`src/rtl/store_check_defs.sv`:
```
// rtl/store_check_defs.sv - shared state encoding, counter sizing and expected-store table
// The optional STORE_CHECK_MISLOG_EN build uses these definitions unchanged.
package store_check_defs;

    localparam logic [2:0] ST_IDLE      = 3'd0;
    localparam logic [2:0] ST_RESET_DUT = 3'd1;
    localparam logic [2:0] ST_RUN       = 3'd2;
    localparam logic [2:0] ST_RECORD    = 3'd3;
    localparam logic [2:0] ST_DONE      = 3'd4;

    typedef enum logic [2:0] {
        S_IDLE      = ST_IDLE,
        S_RESET_DUT = ST_RESET_DUT,
        S_RUN       = ST_RUN,
        S_RECORD    = ST_RECORD,
        S_DONE      = ST_DONE
    } state_t;

    typedef struct packed {
        logic [31:0] adr;
        logic [31:0] data;
    } expect_t;

    function automatic int cnt_width(input int reset_cycles, input int window_cycles);
        int longest;
        longest = (reset_cycles > window_cycles) ? reset_cycles : window_cycles;
        return $clog2(longest + 1);
    endfunction

    localparam int CNTW = cnt_width(2, 100);

    // Final store of each regression program: (address, data) it must produce.
    function automatic expect_t expect_entry(input int idx);
        expect_t e;
        case (idx)
            0:       e = '{adr: 32'h0000_0014, data: 32'd21};
            1:       e = '{adr: 32'h0000_0054, data: 32'd7};
            2:       e = '{adr: 32'h70f0_0ff0, data: 32'd2};
            3:       e = '{adr: 32'h0000_0018, data: 32'd13};
            4:       e = '{adr: 32'h0000_001c, data: 32'hffff_fffe};
            5:       e = '{adr: 32'h0000_0020, data: 32'd42};
            6:       e = '{adr: 32'h0000_0024, data: 32'h8000_0000};
            7:       e = '{adr: 32'h0000_0028, data: 32'd100};
            8:       e = '{adr: 32'h0000_002c, data: 32'h1234_5678};
            9:       e = '{adr: 32'h0000_0030, data: 32'd64};
            10:      e = '{adr: 32'h0000_0034, data: 32'd1};
            11:      e = '{adr: 32'h0000_0038, data: 32'hdead_beef};
            12:      e = '{adr: 32'h0000_0000, data: 32'd3500};
            default: e = '{adr: 32'h0, data: 32'h0};
        endcase
        return e;
    endfunction

endpackage

```
`src/rtl/store_check_sequencer.sv`:
```
// rtl/store_check_sequencer.sv - resets the CPU per test window and scores its stores
// Define STORE_CHECK_MISLOG_EN to add the mismatch logging outputs.
module store_check_sequencer
    import store_check_defs::*;
#(
    parameter int NUM_TESTS     = 13,
    parameter int RESET_CYCLES  = 2,
    parameter int WINDOW_CYCLES = 100,
    parameter int IDXW          = 4
) (
    input  logic                 clk,
    input  logic                 reset,
    input  logic                 start,
    input  logic                 memwrite,
    input  logic [31:0]          dataadr,
    input  logic [31:0]          writedata,
    input  logic [31:0]          exp_adr,
    input  logic [31:0]          exp_data,
    output logic                 cpu_reset,
    output logic [IDXW-1:0]      test_idx,
    output logic                 busy,
    output logic                 done,
    output logic [IDXW:0]        pass_count,
`ifdef STORE_CHECK_MISLOG_EN
    output logic [15:0]          mis_count,
    output logic                 first_mis_valid,
    output logic [31:0]          first_mis_adr,
    output logic [31:0]          first_mis_data,
    output logic [IDXW-1:0]      first_mis_idx,
`endif
    output logic [NUM_TESTS-1:0] pass_vec
);

    localparam int CW = cnt_width(RESET_CYCLES, WINDOW_CYCLES);
    localparam logic [CW-1:0]   RST_LAST = CW'(RESET_CYCLES - 1);
    localparam logic [CW-1:0]   WIN_LAST = CW'(WINDOW_CYCLES - 1);
    localparam logic [IDXW-1:0] IDX_LAST = IDXW'(NUM_TESTS - 1);

    state_t                state_q;
    logic [CW-1:0]         cnt_q;
    logic                  hit_q;
    logic                  cpu_reset_q;
    logic                  busy_q;
    logic                  done_q;
    logic [IDXW-1:0]       test_idx_q;
    logic [IDXW:0]         pass_count_q;
    logic [NUM_TESTS-1:0]  pass_vec_q;
    logic                  adr_data_eq;
    logic                  match;

    assign adr_data_eq = (dataadr == exp_adr) && (writedata == exp_data);
    assign match       = memwrite && adr_data_eq;

`ifdef STORE_CHECK_MISLOG_EN
    logic [15:0]     mis_count_q;
    logic            first_mis_valid_q;
    logic [31:0]     first_mis_adr_q;
    logic [31:0]     first_mis_data_q;
    logic [IDXW-1:0] first_mis_idx_q;

    always_ff @(posedge clk) begin
        if (!reset) begin
            mis_count_q       <= '0;
            first_mis_valid_q <= 1'b0;
            first_mis_adr_q   <= '0;
            first_mis_data_q  <= '0;
            first_mis_idx_q   <= '0;
        end else if (start && (state_q == S_IDLE || state_q == S_DONE)) begin
            mis_count_q       <= '0;
            first_mis_valid_q <= 1'b0;
            first_mis_adr_q   <= '0;
            first_mis_data_q  <= '0;
            first_mis_idx_q   <= '0;
        end else if (state_q == S_RUN && memwrite && !adr_data_eq) begin
            if (mis_count_q != 16'hffff) begin
                mis_count_q <= mis_count_q + 16'd1;
            end
            if (!first_mis_valid_q) begin
                first_mis_valid_q <= 1'b1;
                first_mis_adr_q   <= dataadr;
                first_mis_data_q  <= writedata;
                first_mis_idx_q   <= test_idx_q;
            end
        end
    end

    assign mis_count       = mis_count_q;
    assign first_mis_valid = first_mis_valid_q;
    assign first_mis_adr   = first_mis_adr_q;
    assign first_mis_data  = first_mis_data_q;
    assign first_mis_idx   = first_mis_idx_q;
`endif

    always_ff @(posedge clk) begin
        if (!reset) begin
            state_q      <= S_IDLE;
            cnt_q        <= '0;
            hit_q        <= 1'b0;
            cpu_reset_q  <= 1'b1;
            busy_q       <= 1'b0;
            done_q       <= 1'b0;
            test_idx_q   <= '0;
            pass_count_q <= '0;
            pass_vec_q   <= '0;
        end else begin
            case (state_q)
                S_IDLE, S_DONE: begin
                    if (start) begin
                        state_q      <= S_RESET_DUT;
                        cnt_q        <= '0;
                        hit_q        <= 1'b0;
                        busy_q       <= 1'b1;
                        done_q       <= 1'b0;
                        test_idx_q   <= '0;
                        pass_count_q <= '0;
                        pass_vec_q   <= '0;
                    end
                end
                S_RESET_DUT: begin
                    if (cnt_q == RST_LAST) begin
                        state_q     <= S_RUN;
                        cnt_q       <= '0;
                        hit_q       <= 1'b0;
                        cpu_reset_q <= 1'b0;
                    end else begin
                        cnt_q <= cnt_q + 1'b1;
                    end
                end
                S_RUN: begin
                    // Sticky: once the expected store is seen the window still runs to term.
                    if (match) begin
                        hit_q <= 1'b1;
                    end
                    if (cnt_q == WIN_LAST) begin
                        state_q     <= S_RECORD;
                        cnt_q       <= '0;
                        cpu_reset_q <= 1'b1;
                    end else begin
                        cnt_q <= cnt_q + 1'b1;
                    end
                end
                S_RECORD: begin
                    for (int i = 0; i < NUM_TESTS; i++) begin
                        if (test_idx_q == IDXW'(i)) begin
                            pass_vec_q[i] <= hit_q;
                        end
                    end
                    pass_count_q <= pass_count_q + {{IDXW{1'b0}}, hit_q};
                    if (test_idx_q == IDX_LAST) begin
                        state_q <= S_DONE;
                        busy_q  <= 1'b0;
                        done_q  <= 1'b1;
                    end else begin
                        state_q    <= S_RESET_DUT;
                        test_idx_q <= test_idx_q + 1'b1;
                    end
                end
                default: begin
                    state_q     <= S_IDLE;
                    cnt_q       <= '0;
                    cpu_reset_q <= 1'b1;
                    busy_q      <= 1'b0;
                    done_q      <= 1'b0;
                end
            endcase
        end
    end

    assign cpu_reset  = cpu_reset_q;
    assign test_idx   = test_idx_q;
    assign busy       = busy_q;
    assign done       = done_q;
    assign pass_count = pass_count_q;
    assign pass_vec   = pass_vec_q;

endmodule
```
`config.mk`:
```
export PLATFORM = sky130hd
export DESIGN_NAME = store_check_sequencer
export DESIGN_NICKNAME = d
export VERILOG_FILES = /design/src/rtl/store_check_defs.sv /design/src/rtl/store_check_sequencer.sv
export SDC_FILE = /design/constraint.sdc
export NUM_CORES = 1
export LEC_CHECK = 0
export ABC_AREA = 1
export CORE_MARGIN = 2
export CORE_UTILIZATION = 30
export DETAILED_ROUTE_END_ITERATION = 8
export GPL_ROUTABILITY_DRIVEN = 0
export PLACE_DENSITY = 0.68
export SYNTH_ARGS = -nofsm -noshare
export SYNTH_HDL_FRONTEND = slang
export SYNTH_SLANG_ARGS = --single-unit
export TNS_END_PERCENT = 20
```
`constraint.sdc`:
```
create_clock -name clk -period 2.35 [get_ports clk]
set_input_delay 0.3525 -clock clk [delete_from_list [all_inputs] [get_ports clk]]
set_output_delay 0.3525 -clock clk [all_outputs]
set_load 0.01 [all_outputs]
```
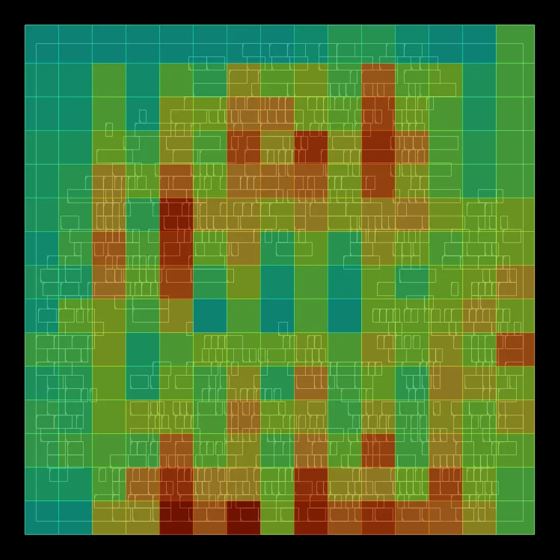
**Above:** run 1 (routing congestion map).
final cell utilization of the core: 0.4936
overall global routing resource usage: 0.1696
met2 Track Usage GR: 0.3105
global routing usage on met3: 0.03195
met1 layer usage reported by global route: 0.1996

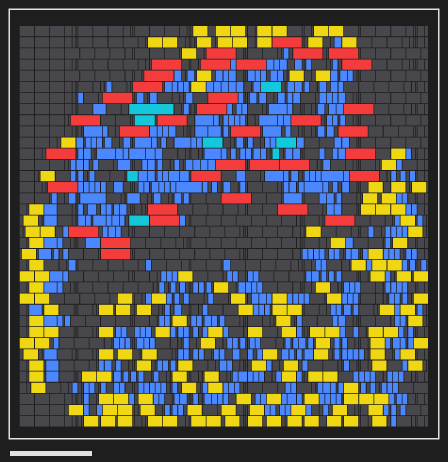
**Above:** run 1 (placement by cell class).
Scale bar: 20 µm. Fill, decap, tap and diode cells in grey.
flip-flops: shown in red, cells 36, share of their area 15%. all other logic: shown in blue, cells 499, share of their area 49%. clock drivers and dummy loads: shown in cyan, cells 8, share of their area 2.4%. other buffers and delay cells: shown in yellow, cells 156, share of their area 34%.

==> impl_metrics.yaml, run 1 <==
# yosys + openroad results
routing:
  drtIter0Drc: 120
  drc: 0
  route.detailed.wl_per_inst_um: 11.13
  drt.antenna.violating_nets: 0
  dr.pass1.iters: 4
  vias_per_cell: 4.305
clocking:
  bufs_on_longest_clock_path: 2
  tritoncts: "yes"
  clkSlewWorstSetupHoldPaths_ns: 0.08
  clock-sinks: 36
  worstSkewPairLatency_ns: 0.30
  cts-root-buf: "clkbuf_8"
  cts-hold-fix-buffers: 0
grt:
  grt_max_degree: 28
  first_pass_grt_wire_length_um: 15360
  grt-ovfl-total: 0
  first_global_vias: 3498
  antenna_found_initial: 0
worst_setup_path:
  critical_path.reg2reg.startpoint: "test_idx[0]"
  critical-path-top-delay-family: "buffers and inverters"
  critical_path_class: "reg2out"
  worstSetupStartpointType: "flip-flop"
  reg_to_reg_setup_timing_slack_ns: 0.70
  cpMaxStageDelayCell: "clkdlybuf4s50_1"
  crit_required_ns: 2.00
  timing.critical_path.to_type: "output port"
  r2r-end: "test_idx[3]"
pwr:
  comb_power_share: 0.438
  switching_power_uw: 808.3
  p_int_mw: 1.389
  power.ir.vdd_worst_uv: 332.1
  clock_power_share: 0.251
synthesis:
  synth.yosys.warnings: 0
  yosys.area_share.aoi: 0.1368
  edf_count: 0
  synth.net_count: 681
  ys_async_sr_fraction: 0
  yosys.cell_types.count: 30
  part_of_the_yosys_area_used_for_sequential_elements: 0.2381
  synth.top_cell.area_share: 0.2381
  synth_flops: 36
  fa_ha_area_frac: 0.03307
  synthXorXnorAreaFrac: 0.04051
  netlist_area_um2: 3027
  yosys.area.top_type: "dfxtp_1"
  mux_share: 0
  yosys_cell_count: 541
  synth.cells.most_frequent: "nand2_1, inv_1, nor2_1"
  syn_area_per_cell_um2: 5.595
  synth.logic.top_family: "simple AND/OR/NAND/NOR gates"
sta:
  report.final.hold_viol_count: 0
  fin_tns_setup_ns: 0
  final_critical_path_setup_slack_ns: 0.6106
  grt_setup_unrepaired: "no"
  maxSlewHeadroom: 0.4696
  number_of_failing_setup_endpoints_in_the_final_timing_report: 0
cells_and_area:
  combAreaFraction: 0.3768
  nNonClkInverters: 117
  syn2layout_area_growth_pct: 59.40
  clock_tree_buffer_count_of_the_final_layout: 5
  final_cell_mix: "nand2_1, clkdlybuf4s50_1, inv_1"
  diodes: 0
  nonClkBufAreaFrac: 0.3237
  design.final.nets: 838
  number_of_multi_input_combinational_cells: 382
  mostFrequentLayoutCell: "nand2_1"
  clock_area_frac: 0.02308
  layout.area.comb_um2: 1818
  final.fill_count: 1036
  largest_cell_class: "logic gates"
floorplanning:
  die_width_um: 104.4
  io-pin-count: 157
  floorplan.die.height_um: 104.4
placed_design:
  number_of_input_and_output_port_buffers_inserted: 156
run_status:
  outcome: "completed"
hold_path:
  hold_depth: 2
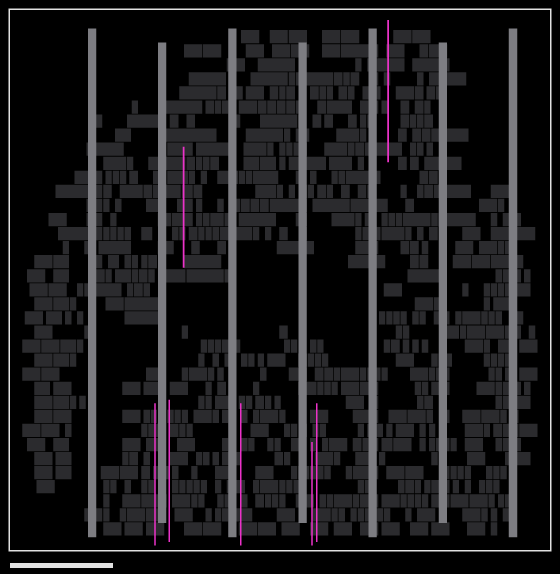
**Above:** run 1 (metal 4).
Scale bar: 20 µm. Supply wires on this layer in grey.
The layer holds 1.9% of the routed length. The longest straight run is 27.2 µm. The layer carries 178 µm of wire. 7 nets have wire on it. The wires run mostly vertical.
aggregate routed wire length: 9263 µm
via total after detailed routing: 3582

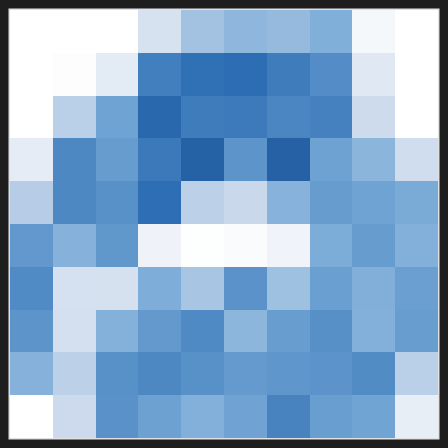
**Above:** run 1 (local utilization).
10 x 10 tiles, from white (low) to dark blue (high), 0 to 100% covered.
The mean over all tiles is 43%. The fullest tile reaches 80%. The densest ninth of the die: top middle. The emptiest ninth of the die: top left. 11% of the tiles are nearly empty. 5.0% of the tiles are over 75% full.
placeable core area: 9774 µm²
starting utilization of the core area: 0.3097

[run 1: how the worst max path moves through the flow]
stage,depth (start not counted),start,end
after CTS,1,test_idx[0],test_idx[0]
after global routing,1,test_idx[0],test_idx[0]
final,1,test_idx[0],test_idx[0]
after detailed placement,6,start,pass_vec[12]
after floorplan,10,test_idx[0],test_idx[3]
after global placement,6,start,pass_vec[12]
[run 1: flip-flops by register name, indices dropped and copies added, names as in the netlist]
name and cells:
hit_q 1, busy 1, state_q 3, test_idx 4, cpu_reset 1, pass_count 5
done 1, cnt_q 7, pass_vec 13
[run 1: power by group through the flow]
| stage | Combinational (mW) | Clock [mW] | Sequential (mW) |
|---|---|---|---|
| 6_report | 0.962 | 0.551 | 0.685 |
| 5_1_grt | 1.09 | 0.589 | 0.692 |
| 4_1_cts | 0.965 | 0.561 | 0.684 |
| 3_5_place_dp | 0.958 | 0 | 0.698 |
| 3_3_place_gp | 0.940 | 0 | 0.698 |
| 2_1_floorplan | 0.596 | 0 | 0.697 |
[run 1: per-stage QoR]
stage	power (mW)	area, µm²	instances	hold slack, ns
2_1_floorplan	1.293	3027	541	0.4505
3_3_place_gp	1.637	4713	824	0.4563
3_5_place_dp	1.657	4713	824	0.4547
4_1_cts	2.210	4825	832	0.4676
5_1_grt	2.372	4825	832	0.4905
6_report	2.198	4825	832	0.4669
[run 1: layer usage]
layer | vias up | GRT usage | routed length, µm
li1 | 1953 | - | -
met1 | 1532 | 0.1996 | 4127
met2 | 82 | 0.3105 | 4514
met3 | 15 | 0.03195 | 442
met4 | 0 | 0.04826 | 178
met5 | - | 0 | 0
==> run 2, diff against run 1 <==
PLACE_DENSITY = 0.7   (was 0.68)
clock period = 1.6 ns   (was 2.35 ns; I/O delays follow)
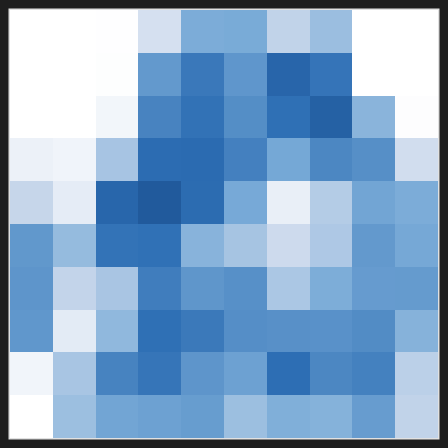
**Above:** run 2 (local utilization).
10 x 10 tiles, from white (low) to dark blue (high), 0 to 100% covered.
The mean over all tiles is 44%. The emptiest ninth of the die: top left. 14% of the tiles are nearly empty.
final cell utilization of the core: 0.5023

==> impl_metrics.yaml, run 2 <==
# yosys + openroad results
run_status:
  outcome: "completed"
sta:
  grt_setup_unrepaired: "no"
  report.final.hold_viol_count: 0
  maxSlewHeadroom: 0.7147
synthesis:
  yosys_cell_count: 541
  netlist_area_um2: 3027
  synthXorXnorAreaFrac: 0.04051
  fa_ha_area_frac: 0.03307
  mux_share: 0
  yosys.cell_types.count: 30
  synth.top_cell.area_share: 0.2381
  yosys.area_share.aoi: 0.1368
  synth.net_count: 681
  synth.cells.most_frequent: "nand2_1, inv_1, nor2_1"
routing:
  detailroute.via_count: 3658
  drc: 0
  drt_wl_total_um: 9612
cells_and_area:
  diodes: 0
  largest_register_ffs: 13
  design.final.nets: 848
  syn2layout_area_growth_pct: 62.22
  layout.cells.non_filler: 842
pwr:
  report.power.total_mw: 3.203
  power.clock.total_uw: 682
  top_power_group: "combinational logic"
grt:
  grt-busiest-layer: "met2"
  grt_max_degree: 25
  gr-usage-met2: 0.3058
floorplanning:
  core_region_area_um2: 9774
  die_width_um: 104.4
  initial_core_util: 0.3097
clocking:
  tritoncts: "yes"
  cts-root-buf: "clkbuf_8"
  cts-hold-fix-buffers: 0
  clock-sinks: 36
  bufs_on_longest_clock_path: 2
  clkSlewWorstSetupHoldPaths_ns: 0.08
worst_setup_path:
  worstSetupStartpointType: "flip-flop"
  critical_path_class: "reg2out"
  crit_required_ns: 1.36
placed_design:
  number_of_input_and_output_port_buffers_inserted: 156
  dpl.cell_count: 834
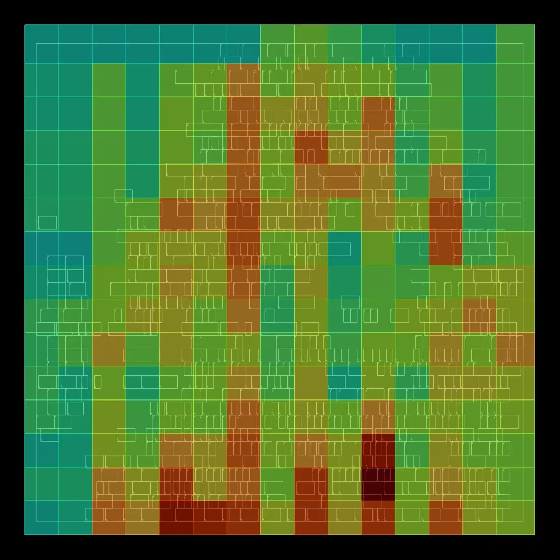
**Above:** run 2 (routing congestion map).
met1 layer usage reported by global route: 0.2179
global routing usage on met3: 0.02694
overall global routing resource usage: 0.1751
detail-routed net length per standard cell: 11.42 µm

==> run 2: cell counts after synthesis <==
No cell type changed its count.
==> run 2: layer usage <==
layer  vias up  share of wire
li1       1974              -
met1      1547           0.44
met2       113           0.48
met3        24          0.047
met4         0          0.031
met5         -              0
==> run 2: cells by family (layout without fill, tap and decap cells) <==
logic type,count (synthesis),after routing
xor+xnor,14,14
compound gates,78,78
simple gates,282,282
buf+inv,123,291
fa+ha+maj,8,8
flops,36,36
==> run 2: stage by stage <==
step	utilization	setup TNS, ns
2_1_floorplan	-	0
6_report	0.5023	0
3_5_place_dp	0.4912	-0.03862
3_3_place_gp	0.4912	-0.01268
4_1_cts	0.5008	0
5_1_grt	0.5023	0
==> run 2: critical path: stages, from the launching register on <==
cell             delay [ns]
dfxtp_1                0.34
buf_4                  0.14
clkdlybuf4s50_1        0.54
==> run 2: worst max-delay path by stage <==
stage                        to  cells after the start         from  slack (ns)
floorplan           test_idx[3]                     10  test_idx[0]        0.13
global placement          hit_q                     11  exp_adr[31]       -0.01
detailed placement        hit_q                     11  exp_adr[31]       -0.02
CTS                 test_idx[0]                      2  test_idx[0]        0.02
global route        test_idx[2]                      1  test_idx[2]       0.003
finish              test_idx[1]                      2  test_idx[1]        0.06
==> run 2: final cells by class <==
| type | instances | area, µm² | area share |
|---|---|---|---|
| clock buffer | 7 | 86.33 | 0.01758 |
| clock inverter | 1 | 7.507 | 0.001529 |
| inverter | 117 | 449.2 | 0.09149 |
| multi-input combinational | 382 | 1826 | 0.3718 |
| sequential | 36 | 723.2 | 0.1473 |
| tap | 133 | 166.4 | 0.03389 |
| timing repair buffer | 166 | 1652 | 0.3364 |
==> run 2: what timing repair did <==
action,CTS,global route
endpoints found under the setup margin,0,5
resized,0,5
buffers inserted,0,0
==> run 3, diff against run 2 <==
CAP_MARGIN = 5   (was default)
PLACE_DENSITY = 0.68   (was 0.7)
clock period = 1.43 ns   (was 1.6 ns; I/O delays follow)
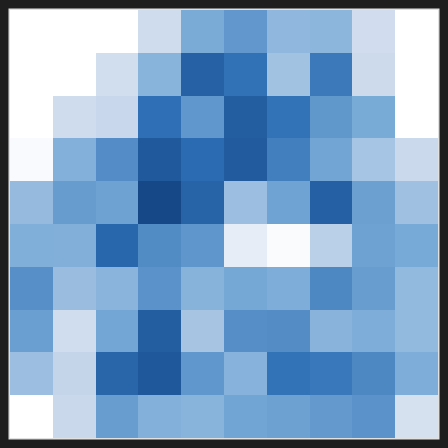
**Above:** run 3 (local utilization).
10 x 10 tiles, from white (low) to dark blue (high), 0 to 100% covered.
The emptiest ninth of the die: top left. The densest ninth of the die: top middle. The mean over all tiles is 46%. 12% of the tiles are over 75% full.
final cell utilization of the core: 0.5301

==> impl_metrics.yaml, run 3 <==
# yosys + openroad results
clocking:
  cts-root-buf: "clkbuf_8"
  cts-hold-fix-buffers: 0
  cts_inserted_buffers: 5
  bufs_on_longest_clock_path: 2
  tritoncts: "yes"
  worstSkewPairLatency_ns: 0.28
  clkSlewWorstSetupHoldPaths_ns: 0.07
  clock-sinks: 36
synthesis:
  part_of_the_yosys_area_used_for_sequential_elements: 0.2381
  ys_async_sr_fraction: 0
  yosys_cell_count: 541
  synth.cells.most_frequent: "nand2_1, inv_1, nor2_1"
  synth.top_cell.area_share: 0.2381
  syn-instance-count: 541
  synth_flops: 36
  edf_count: 0
  syn_area_per_cell_um2: 5.595
  synth.yosys.warnings: 0
  netlist_area_um2: 3027
  ys_area_um2: 3027
  synth.net_count: 681
  post-synth-top-count-cell: "nand2_1"
  yosys.area.top_type: "dfxtp_1"
  yosys.cell_types.count: 30
hold_path:
  hold_depth: 2
floorplanning:
  io-pin-count: 157
  core.rowCount: 36
  die_width_um: 104.4
  core_region_area_um2: 9774
  floorplan.die.height_um: 104.4
  initial_core_util: 0.3097
sta:
  grt_setup_unrepaired: "yes"
  maxSlewHeadroom: 0.8232
  max_freq_mhz: 712.4
  report.final.hold_viol_count: 0
  timing.final.max_slew_violations: 0
  number_of_failing_setup_endpoints_in_the_final_timing_report: 0
worst_setup_path:
  critPathLaunch: "pass_vec[12]"
  timing.critical_path.to_type: "output port"
  worstSetupStartpointType: "flip-flop"
  critical_path_buf_inv_count: 1
  critical_path_class: "reg2out"
  cpMaxStageDelayCell: "clkdlybuf4s50_1"
  critical-path-top-delay-family: "buffers and inverters"
  critical_path.max_stage_delay_ns: 0.55
  timing.reg2reg.worst_path_depth: 9
  crit_chain: "clkdlybuf4s50_1"
  cell_depth_of_the_worst_setup_path: 1
  crit_required_ns: 1.22
  critical_path.reg2reg.startpoint: "cnt_q[1]"
grt:
  grt_max_degree: 25
  first_pass_grt_wire_length_um: 16270
  antenna_found_initial: 0
  grt_usage: 0.1796
  grt-ovfl-total: 0
  first_global_vias: 3634
pwr:
  report.power.total_mw: 3.900
  power_sequential_mw: 1.16
  comb_power_share: 0.529
  switching_power_mw: 1.477
  power_combinational_mw: 2.06
  power.ir.vdd_worst_uv: 435.6
  p_int_mw: 2.423
  clock_power_share: 0.174
  power.clock.total_uw: 679
  top_power_group: "combinational logic"
cells_and_area:
  regArea_um2: 735.7
  final.fill_count: 974
  layout.area.comb_um2: 1932
  design.final.nets: 863
  syn2layout_area_growth_pct: 71.19
  diodes: 0
  largest_register_ffs: 13
  final_cell_mix: "nand2_1, clkdlybuf4s50_1, inv_1"
  mostFrequentLayoutCell: "nand2_1"
routing:
  vias_per_cell: 4.405
  route.detailed.wl_per_inst_um: 11.72
  drt.antenna.violating_nets: 0
  detailroute.via_count: 3771
  dr.pass1.iters: 4
  drtIter0Drc: 104
  drc: 0
  drt_wl_total_um: 10030
run_status:
  outcome: "completed"
placed_design:
  dp_hpwl_um: 8382
  number_of_input_and_output_port_buffers_inserted: 156
flow_run:
  warning_count: 31
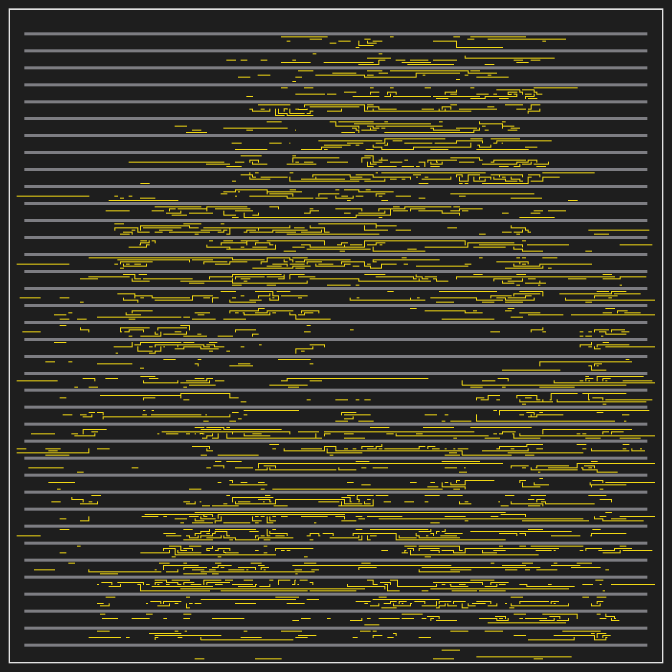
**Above:** run 3 (M1 wires).
Supply wires on this layer in grey.
The wires run mostly horizontal. The longest straight run is 49.7 µm. The layer holds 44% of the routed length.

==> run 3: cell counts after synthesis <==
Identical to the previous run, type by type.
==> run 3: metrics by stage <==
stage	std cells	setup WS [ns]	instance area (µm²)	setup TNS [ns]	hold slack, ns
floorplan	541	0.003655	3028	0	0.3236
global placement	846	-0.2068	4905	-1.837	0.4521
detailed placement	846	-0.2081	4905	-1.994	0.4535
CTS	853	0.001968	4984	0	0.4673
global route	856	-0.03919	5181	-0.1110	0.4848
finish	856	0.02631	5181	0	0.4658
==> run 3: layer usage <==
layer	vias to the layer above	global-route usage	part of all wire
li1	2004	-	-
met1	1648	0.2238	0.44
met2	98	0.3217	0.50
met3	21	0.02318	0.036
met4	0	0.05116	0.024
met5	-	0	0
==> run 3: area by class of cell <==
class / instances / share of cell area
tap: 133 / 0.03212
clock buffer: 6 / 0.01401
inverter: 117 / 0.08766
clock inverter: 1 / 0.0009660
timing repair buffer: 181 / 0.3504
sequential: 36 / 0.1420
multi-input combinational: 382 / 0.3729
==> run 3: kinds of logic after synthesis <==
family | count (synthesis) | share of synthesized area
compound gates | 78 | 0.1368
xor+xnor | 14 | 0.04051
fa+ha+maj | 8 | 0.03307
buf+inv | 123 | 0.1612
flops | 36 | 0.2381
simple gates | 282 | 0.3902
==> run 3: path summary, 6_finish.rpt <==
kind	endpoint	slack, ns
min	pass_vec[11]	0.47
max reg2reg	state_q[0]	0.03
min reg2reg	pass_vec[11]	0.47
max	pass_vec[12]	0.03
==> run 3: what timing repair did <==
action / in CTS / in global routing
setup buffers: 0 / 3
pin swaps: 0 / 25
resized: 8 / 61
endpoints found under the setup margin: 13 / 39
Power and IR drop assume default switching activity.
